`src/rtl/multi_channel_deserializer.sv`:
```
// Multi-lane serial-to-parallel deserializer with frame-pattern word alignment by bit slipping.
// Optional lock-loss counter on o_err_cnt when DESER_ERRCNT_EN is defined (otherwise tied to zero).
//
// state      | meaning
// -----------+---------------------------------------------------------------
// ST_HUNT    | searching; every mismatching frame word slips alignment by one bit
// ST_CONFIRM | frame matched, counting consecutive matches up to LOCK_COUNT
// ST_LOCKED  | aligned; matching frame words release lane words on o_q
module multi_channel_deserializer #(
  parameter int                    DATA_WIDTH    = 8,
  parameter int                    NUM_CH        = 2,
  parameter logic [DATA_WIDTH-1:0] FRAME_PATTERN = 8'hF0,
  parameter int                    LOCK_COUNT    = 4,
  localparam int                   SW            = (DATA_WIDTH > 1) ? $clog2(DATA_WIDTH) : 1
) (
  input  logic                         i_clk,
  input  logic                         i_rst,
  input  logic                         i_din_en,
  input  logic [NUM_CH-1:0]            i_d,
  input  logic                         i_frame,
  input  logic                         i_align_req,
  output logic [NUM_CH*DATA_WIDTH-1:0] o_q,
  output logic                         o_q_valid,
  output logic                         o_locked,
  output logic [SW-1:0]                o_slip_cnt,
  output logic [15:0]                  o_err_cnt
);

  typedef enum logic [1:0] {
    ST_HUNT    = 2'd0,
    ST_CONFIRM = 2'd1,
    ST_LOCKED  = 2'd2
  } state_t;

  state_t                         r_state;
  state_t                         w_state_nxt;
  logic [DATA_WIDTH-2:0]          r_sr [NUM_CH];
  logic [DATA_WIDTH-2:0]          r_fsr;
  logic [SW-1:0]                  r_bit_cnt;
  logic [SW-1:0]                  r_slip_cnt;
  logic                           r_slip_pend;
  logic [3:0]                     r_match_cnt;
  logic [3:0]                     w_match_nxt;
  logic [3:0]                     w_match_inc;
  logic [NUM_CH*DATA_WIDTH-1:0]   r_q;
  logic                           r_q_valid;
  logic                           r_locked;
  logic [NUM_CH*DATA_WIDTH-1:0]   w_word;
  logic [DATA_WIDTH-1:0]          w_fword;
  logic                           w_bound;
  logic                           w_match;
  logic                           w_slip;
  logic                           w_load;

  // Only DATA_WIDTH-1 history bits are kept; the word completes with the bit arriving now.
  assign w_bound     = i_din_en && (r_bit_cnt == SW'(DATA_WIDTH - 1));
  assign w_fword     = {r_fsr, i_frame};
  assign w_match     = (w_fword == FRAME_PATTERN);
  assign w_match_inc = r_match_cnt + 4'd1;

  for (genvar g = 0; g < NUM_CH; g++) begin : g_lane
    assign w_word[g*DATA_WIDTH +: DATA_WIDTH] = {r_sr[g], i_d[g]};
  end

  always_ff @(posedge i_clk) begin
    if (i_rst) begin
      r_state     <= ST_HUNT;
      r_match_cnt <= '0;
    end else begin
      r_state     <= w_state_nxt;
      r_match_cnt <= w_match_nxt;
    end
  end

  always_comb begin
    w_state_nxt = r_state;
    w_match_nxt = r_match_cnt;
    w_slip      = 1'b0;
    w_load      = 1'b0;
    if (i_align_req) begin
      w_state_nxt = ST_HUNT;
      w_match_nxt = '0;
    end else if (w_bound) begin
      case (r_state)
        ST_HUNT: begin
          if (w_match) begin
            w_match_nxt = 4'd1;
            w_state_nxt = (LOCK_COUNT == 1) ? ST_LOCKED : ST_CONFIRM;
          end else begin
            w_slip = 1'b1;
          end
        end
        ST_CONFIRM: begin
          if (w_match) begin
            w_match_nxt = w_match_inc;
            if (w_match_inc == 4'(LOCK_COUNT)) w_state_nxt = ST_LOCKED;
          end else begin
            w_state_nxt = ST_HUNT;
            w_match_nxt = '0;
            w_slip      = 1'b1;
          end
        end
        ST_LOCKED: begin
          if (w_match) begin
            w_load = 1'b1;
          end else begin
            w_state_nxt = ST_HUNT;
            w_match_nxt = '0;
          end
        end
        default: begin
          w_state_nxt = ST_HUNT;
          w_match_nxt = '0;
        end
      endcase
    end
  end

  always_ff @(posedge i_clk) begin
    if (i_rst) begin
      for (int i = 0; i < NUM_CH; i++) r_sr[i] <= '0;
      r_fsr       <= '0;
      r_bit_cnt   <= '0;
      r_slip_cnt  <= '0;
      r_slip_pend <= 1'b0;
      r_q         <= '0;
      r_q_valid   <= 1'b0;
      r_locked    <= 1'b0;
    end else begin
      r_q_valid <= w_load;
      r_locked  <= (w_state_nxt == ST_LOCKED);
      if (w_load) r_q <= w_word;
      if (i_din_en) begin
        for (int i = 0; i < NUM_CH; i++) r_sr[i] <= w_word[i*DATA_WIDTH +: DATA_WIDTH-1];
        r_fsr       <= w_fword[DATA_WIDTH-2:0];
        // A slip stretches the next word by one bit: the count holds on the first bit after it.
        r_slip_pend <= w_slip;
        if (w_bound)
          r_bit_cnt <= '0;
        else if (!r_slip_pend)
          r_bit_cnt <= r_bit_cnt + 1'b1;
        if (w_slip)
          r_slip_cnt <= (r_slip_cnt == SW'(DATA_WIDTH - 1)) ? '0 : r_slip_cnt + 1'b1;
      end
    end
  end

`ifdef DESER_ERRCNT_EN
  logic        w_err;
  logic [15:0] r_err_cnt;

  assign w_err = w_bound && !i_align_req && (r_state == ST_LOCKED) && !w_match;

  always_ff @(posedge i_clk) begin
    if (i_rst)
      r_err_cnt <= '0;
    else if (w_err && (r_err_cnt != 16'hFFFF))
      r_err_cnt <= r_err_cnt + 16'd1;
  end

  assign o_err_cnt = r_err_cnt;
`else
  assign o_err_cnt = 16'h0;
`endif

  assign o_q        = r_q;
  assign o_q_valid  = r_q_valid;
  assign o_locked   = r_locked;
  assign o_slip_cnt = r_slip_cnt;

endmodule

```
`config.mk`:
```
export PLATFORM = sky130hd
export DESIGN_NAME = multi_channel_deserializer
export DESIGN_NICKNAME = d
export VERILOG_FILES = /design/src/rtl/multi_channel_deserializer.sv
export SDC_FILE = /design/constraint.sdc
export NUM_CORES = 1
export LEC_CHECK = 0
export ABC_AREA = 1
export CAP_MARGIN = 30
export CORE_UTILIZATION = 50
export DETAILED_ROUTE_END_ITERATION = 8
export PLACE_DENSITY_LB_ADDON = 0.25
export SYNTH_ARGS = -nofsm -noshare
export SYNTH_HDL_FRONTEND = slang
export SYNTH_SLANG_ARGS = --single-unit
```
`constraint.sdc`:
```
create_clock -name i_clk -period 3.25 [get_ports i_clk]
set_input_delay 0.325 -clock i_clk [delete_from_list [all_inputs] [get_ports i_clk]]
set_output_delay 0.325 -clock i_clk [all_outputs]
set_load 0.005 [all_outputs]
```
Fig. 1: clock wires, drivers and flops
Scale bar: 20 µm.
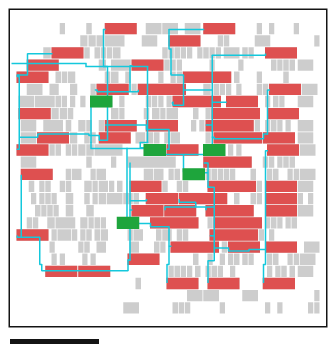
[green] cells driving clock nets | count: 5
[cyan] clock wires | length: 522 µm
[red] flip-flops | count: 52
flops lie	all over the die

Fig. 2: layout detail
Region (15, 1) to (55, 41) µm. Cells in gray, sequential cells in the stronger gray; small squares are vias.
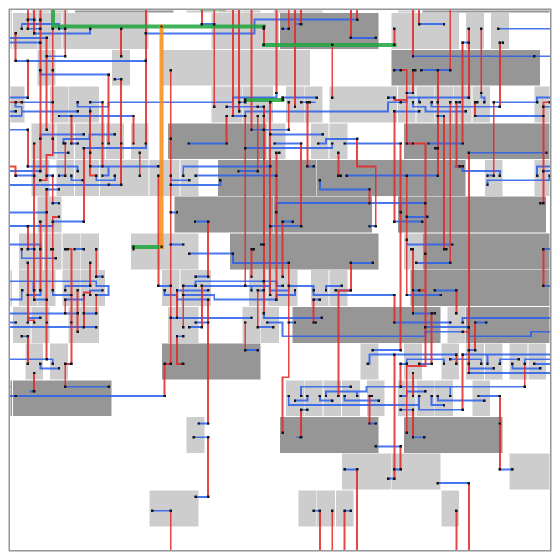
color	layer
blue	met1
orange	met4
green	met3
red	met2
cells with their middle in the window	108
netlist names of flops here include	r_sr (8), r_fsr (6), o_q (3)
most frequent	nor2_1 (22), inv_1 (17), nand2_1 (17)
sequential cells in the window	18

Fig. 3: the metal 3 layer
Scale bar: 20 µm.
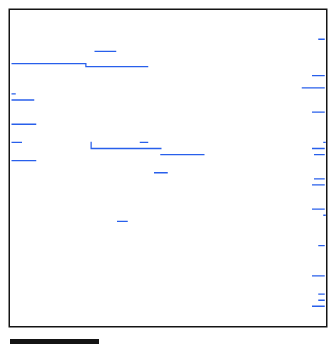
nets with wire on the layer	25
main direction	horizontal
longest straight run	16.6 µm
wire length reported by the detailed router: 3663 µm
global-route track usage on met3: 3.419%
via count: 1,743

==> run notes <==
Implementation results.

The number of design-rule violations left by the first detailed-router iteration is 72. The uppermost metal layer occupied by signal nets is met4. The worst-case headroom to the max-slew limit is 50.02%. In this run, flip-flops and latches consume 59.2% of the power. The main kind of combinational logic by area is simple AND/OR/NAND/NOR gates.

Per report_power, the Sequential row totals 689 µW. The global-route congestion overflow total is 0. The endpoint of the lowest-slack register-to-register path is o_q[9]. By count the netlist is led by 66 x nor2_1, 64 x nand2_1, 52 x inv_1, 38 x dfxtp_1, 16 x buf_4.

The first global-routing pass estimated 6154 µm of wire. The fraction of layout instances using a drive strength above 1 is 4.734%. The last timing report of the flow puts the setup violation total at 0. The total global routing track utilization is 15.37%. The critical path's slowest stage uses the library cell clkdlybuf4s50_1. In the final layout, the fill cell count is 422. The number of enable flip-flop cells is 14.

The run finished with clean final reports. The die is 70.83 µm tall. In the final timing run, aggregate negative setup slack is 0 ns. The combinational share of power is 4.5%. The count of plain and timing-repair buffers is 28.

For this floorplan the total number of well-tap instances is 52. The worst hold path passes through 2 cells. The clock-pin transition on the worst setup and hold timing paths is 0.09 ns.

The buffer count from post-CTS setup fixing is 0. The routed layout reports a DRC error count of 0. Once the clock tree was built, the resizer swapped 0 gates to a different size. The worst setup skew after layout is 0.006686 ns. The worst-path maximum fanout is 21.

The number of flip-flops and latches is 52. The register area is 1181 µm². The pre-CTS setup check shows a worst slack of 0.9385 ns. STA lists the startpoint of the worst register-to-register path as r_bit_cnt[0]. By area, the class that comes first in the final layout consists of sequential cells.

During I/O placement, the number of pins put on the boundary was 44. The chip area is 5016 µm². The worst hold margin is 0.4690 ns. Dividing the detail-routed via count by the number of cells gives 4.469.

The average detailed-routed wire length per instance is 9.392 µm. Per the post-route antenna check, the number of violating nets is 0. The detailed router reports a met2 wire length of 1738 µm.

The register with the most flip-flops in the layout has 16 of them. TritonCTS reports the number of clock sinks as 52. The critical path in this run is classified as input pin to flop. The fraction of power spent switching nets is 20.38%. dfxtp_1 takes more of the synthesized area than any other cell. The end of the worst hold path is r_slip_pend. The critical path endpoint category is a flop. The global placement routability congestion is 0.7632. The cell with the most instances after synthesis is nor2_1. In the synthesized netlist the dominant register cell turns out to be dfxtp_1. The initial antenna violation count is 0. The die outline width is 70.83 µm. The number of placement rows is 24.

Port buffering added 27 buffers. The number of logic gates is 193. Per the TritonCTS log, the buffer count is 5. The launch point of the worst path is i_rst. The gate count after technology mapping is 311.

The TritonCTS clock tree is yes. Per the timing report, the achievable frequency comes out to 0.5093 GHz. For reference, XOR and XNOR gates occupy 0.3698% of the area reported after synthesis. Per the layout area report, the combinational fraction of cell area is 31.74%.

The internal power component is 926.3 µW. The portion of the layout cell area used by clock cells is 3.980%. Across all register-to-register paths, the minimum setup slack is 1.46 ns. The number of nets in the final layout is 349.

The post-route minimum period is 1.963 ns. The class of the tightest hold or removal check is flop to flop. The power per cell area is 430.3 nW/µm².

The warning count from the yosys run is 0.
[metal layers]
metal | global-route usage (%) | vias up
met5 | 0 | -
met4 | 5.333 | 0
met3 | 3.419 | 4
met2 | 25.75 | 32
met1 | 19.69 | 751
li1 | - | 956
[layout by cell type (no fill, tap or decap), types with 5 or more instances in the layout]
| cell | instances |
|---|---|
| o22ai_1 | 6 |
| a21oi_1 | 7 |
| clkdlybuf4s50_1 | 27 |
| nand2_1 | 64 |
| nor2_1 | 66 |
| nand3_1 | 9 |
| clkbuf_8 | 5 |
| conb_1 | 16 |
| edfxtp_1 | 14 |
| o21ai_0 | 7 |
| ha_1 | 5 |
| dfxtp_1 | 38 |
| inv_1 | 52 |
[critical path, delay by kind of cell]
family                 cells  cell delay [ns]
buffers and inverters      3             1.08
AND/OR/NAND/NOR            2             0.57
Power and IR drop assume default switching activity.
